==> config.mk <==
export PLATFORM = sky130hd
export DESIGN_NAME = bcd_digit_entry
export DESIGN_NICKNAME = d
export VERILOG_FILES = /design/src/rtl/bcd_digit_entry.sv
export SDC_FILE = /design/constraint.sdc
export NUM_CORES = 1
export LEC_CHECK = 0
export CAP_MARGIN = 10
export CORE_MARGIN = 1.5
export CORE_UTILIZATION = 50
export DETAILED_ROUTE_END_ITERATION = 10
export GPL_ROUTABILITY_DRIVEN = 0
export GPL_TIMING_DRIVEN = 0
export PLACE_DENSITY = 0.94
export SLEW_MARGIN = 20
export SYNTH_ARGS = -nofsm -noshare
export SYNTH_HDL_FRONTEND = slang
export SYNTH_SLANG_ARGS = --single-unit
==> constraint.sdc <==
create_clock -name clk -period 4.2 [get_ports clk]
set_input_delay 0.63 -clock clk [delete_from_list [all_inputs] [get_ports clk]]
set_output_delay 0.63 -clock clk [all_outputs]
set_load 0.03 [all_outputs]
==> src/rtl/bcd_digit_entry.sv <==
// bcd_digit_entry: builds a packed BCD number one decimal digit at a time from a
// keypad code stream and hands it downstream with a valid/ready handshake.
// Codes: 0-9 digit, 0xA ENTER, 0xB CLEAR, 0xC BACKSPACE, 0xD-0xF invalid.
// Optional feature macro: BCD_ENTRY_BACKSPACE_EN (enables BACKSPACE; otherwise
// 0xC is treated as an invalid code).
module bcd_digit_entry #(
    parameter int DECLEN = 9,
    parameter int CNTW   = $clog2(DECLEN + 1)
) (
    input  logic                  clk,
    input  logic                  rst_n,
    input  logic                  in_valid,
    output logic                  in_ready,
    input  logic [3:0]            in_code,
    output logic                  out_valid,
    input  logic                  out_ready,
    output logic [DECLEN*4-1:0]   out_bcd,
    output logic [CNTW-1:0]       out_ndig,
    output logic                  err
);

    typedef enum logic [0:0] {
        ENTRY = 1'b0,
        HOLD  = 1'b1
    } state_t;

    localparam logic [CNTW-1:0] MAX_NDIG = CNTW'(DECLEN);

    localparam logic [3:0] CODE_ENTER = 4'hA;
    localparam logic [3:0] CODE_CLEAR = 4'hB;
`ifdef BCD_ENTRY_BACKSPACE_EN
    localparam logic [3:0] CODE_BKSP  = 4'hC;
`endif

    state_t                state_q, state_d;
    logic [DECLEN*4-1:0]   bcd_q, bcd_d;
    logic [CNTW-1:0]       ndig_q, ndig_d;
    logic                  err_q, err_d;

    logic                  xfer;

    // handshake flags follow the state register directly
    always_comb begin
        in_ready  = (state_q == ENTRY);
        out_valid = (state_q == HOLD);
        xfer      = in_valid && (state_q == ENTRY);
        out_bcd   = bcd_q;
        out_ndig  = ndig_q;
        err       = err_q;
    end

    // next-state, digit shift register and error pulse
    always_comb begin
        state_d = state_q;
        bcd_d   = bcd_q;
        ndig_d  = ndig_q;
        err_d   = 1'b0;

        unique case (state_q)
            ENTRY: begin
                if (xfer) begin
                    if (in_code <= 4'd9) begin
                        if (ndig_q == MAX_NDIG) begin
                            err_d = 1'b1;
                        end else if (!(ndig_q == '0 && in_code == 4'd0)) begin
                            // leading zeros are swallowed so ndig counts significant digits
                            bcd_d  = {bcd_q[DECLEN*4-5:0], in_code};
                            ndig_d = ndig_q + CNTW'(1);
                        end
                    end else if (in_code == CODE_ENTER) begin
                        state_d = HOLD;
                    end else if (in_code == CODE_CLEAR) begin
                        bcd_d  = '0;
                        ndig_d = '0;
`ifdef BCD_ENTRY_BACKSPACE_EN
                    end else if (in_code == CODE_BKSP) begin
                        if (ndig_q != '0) begin
                            bcd_d  = {4'h0, bcd_q[DECLEN*4-1:4]};
                            ndig_d = ndig_q - CNTW'(1);
                        end
`endif
                    end else begin
                        err_d = 1'b1;
                    end
                end
            end
            HOLD: begin
                if (out_ready) begin
                    state_d = ENTRY;
                    bcd_d   = '0;
                    ndig_d  = '0;
                end
            end
            default: state_d = ENTRY;
        endcase
    end

    // state and datapath registers
    always_ff @(posedge clk or negedge rst_n) begin
        if (!rst_n) begin
            state_q <= ENTRY;
            bcd_q   <= '0;
            ndig_q  <= '0;
            err_q   <= 1'b0;
        end else begin
            state_q <= state_d;
            bcd_q   <= bcd_d;
            ndig_q  <= ndig_d;
            err_q   <= err_d;
        end
    end

endmodule

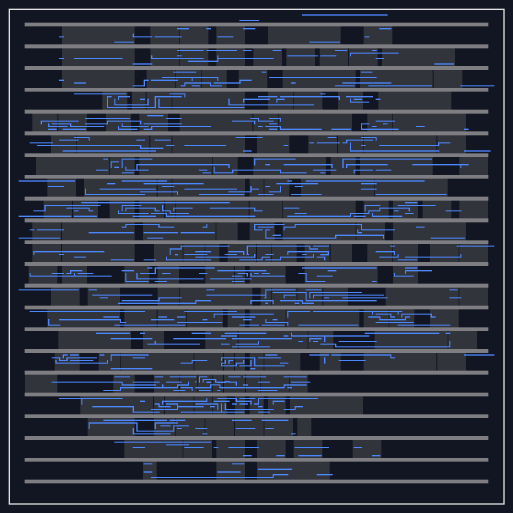
layer_met1.png
Drawn at 8 px/micron. Supply wires on this layer in gray. Cells faint in the background.
main direction: horizontal
wire length on this layer: 1610 microns
nets with wire on the layer: 169
share of all routed wire: 39%
longest straight run: 18.4 microns
final WL: 4.11 mm
met1 Track Usage GR: 30.1%
total number of vias: 1325

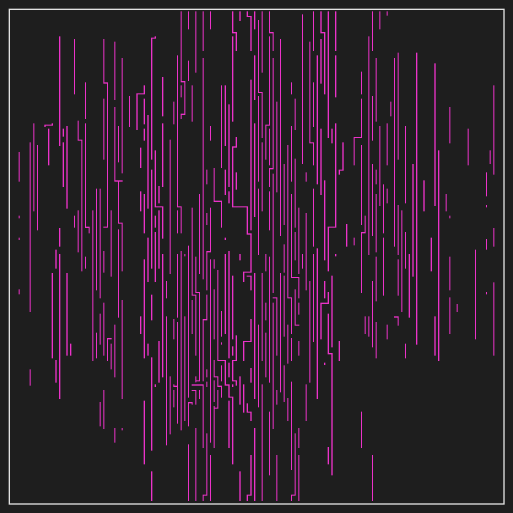
layer_met2.png
Drawn at 8 px/micron.
share of all routed wire: 55%
longest straight run: 36.4 microns
main direction: vertical

==> impl_metrics.tcl <==
# collected from the flow reports
set metrics [dict create \
    relSlewSlack_pct 72.4 \
    xor_area_share_pct 0 \
    cp.depth 6 \
    r2r_start "out_ndig[0]" \
    arrival_ns 2.67 \
    detailed_place.area_sq_um 2280 \
    r2r_slack_ns 1.99 \
    io_pins 51 \
    cts_max_level 2 \
    slowest_stage "clkdlybuf4s50_1" \
    drive_gt1_share_pct 12.7 \
    required_ns 4.43 \
    rsz0062_at_grt "no" \
    grt_usage_pct 23.6 \
    synthDominantCellAreaShare_pct 61.1 \
    vdd_drop_max_uv 433 \
    cts_buffers 5 \
    yosysTopAreaCell "dfrtp_1" \
    critical-path-top-delay-family "buffers and inverters" \
    insertion_delay_ns 0.34 \
    ys.flops 42 \
    area_leaders "dfrtp_1 (61%), a22o_1 (18%), ha_1 (2.2%)" \
    antenna_found_initial 0 \
    grt_pass1_wl_mm 6.39 \
    grt_pass1_vias 1246 \
    cts.sinks 42 \
    grt_overflow 0 \
    worstPathMaxFanout 10 \
    setup_tns_ns 0 \
    setup_viol 0 \
    clk_pin_slew_ns 0.12 \
    dr.max_layer_used "met4" \
    fin_worst_skew_ns 0.00887 \
    simple_gate_area_share_pct 6.47 \
    status "completed" \
    end_kind "flop" \
    holdWs_ns 0.166 \
    slowest_delay_ns 0.55 \
    largest_reg_flops 36 \
    dp_hpwl_mm 2.91 \
    maxCapViolCount 0 \
    post_cts_buffers 0 \
    grt_max_degree 30 \
    cts_max_path_buffers 2 \
    instances_no_fill 227 \
    path_class "input pin to flop" \
    worst_setup_path_startpoint "in_code[1]" \
    routedWlPerCell_microns 18.1 \
    power_density_nw_per_um2 786 \
    critPathCapture "out_bcd[1]" \
    ys_async_sr_fraction_pct 100 \
    firstDrtPassIters 4 \
    log.warning_count 28 \
    final_common_cell "clkdlybuf4s50_1" \
    row_count 21 \
    edf_count 0 \
    coreArea_sq_um 3310 \
    syn_nets 134 \
    syn_area_sq_um 1720 \
    synth_chip_area_sq_um 1720 \
    ys_warn_count 0 \
    period_needed_ns 2.44 \
    synthCells 123 \
    fmax_mhz 410 \
    synth.area.mux_share_pct 2.55 \
]
[final cells by class]
| cell class | instances | area [sq um] | area share [%] |
|---|---|---|---|
| repair buffers | 50 | 505 | 21.6 |
| multi-input cells | 68 | 588 | 25.1 |
| clock inverters | 3 | 21.3 | 0.908 |
| well taps | 46 | 57.6 | 2.46 |
| flip-flops and latches | 42 | 1050 | 44.9 |
| clock buffers | 5 | 37.5 | 1.60 |
| inverters | 3 | 11.3 | 0.481 |
| plain buffers | 10 | 70.1 | 2.99 |
[where the power goes]
| group | switching, mW | internal (mW) | leakage [nW] |
|---|---|---|---|
| clock network | 0.130 | 0.0652 | 0.0312 |
| registers | 0.158 | 0.557 | 0.563 |
| logic | 0.512 | 0.420 | 0.464 |
Power is estimated from default activity; no workload was simulated.
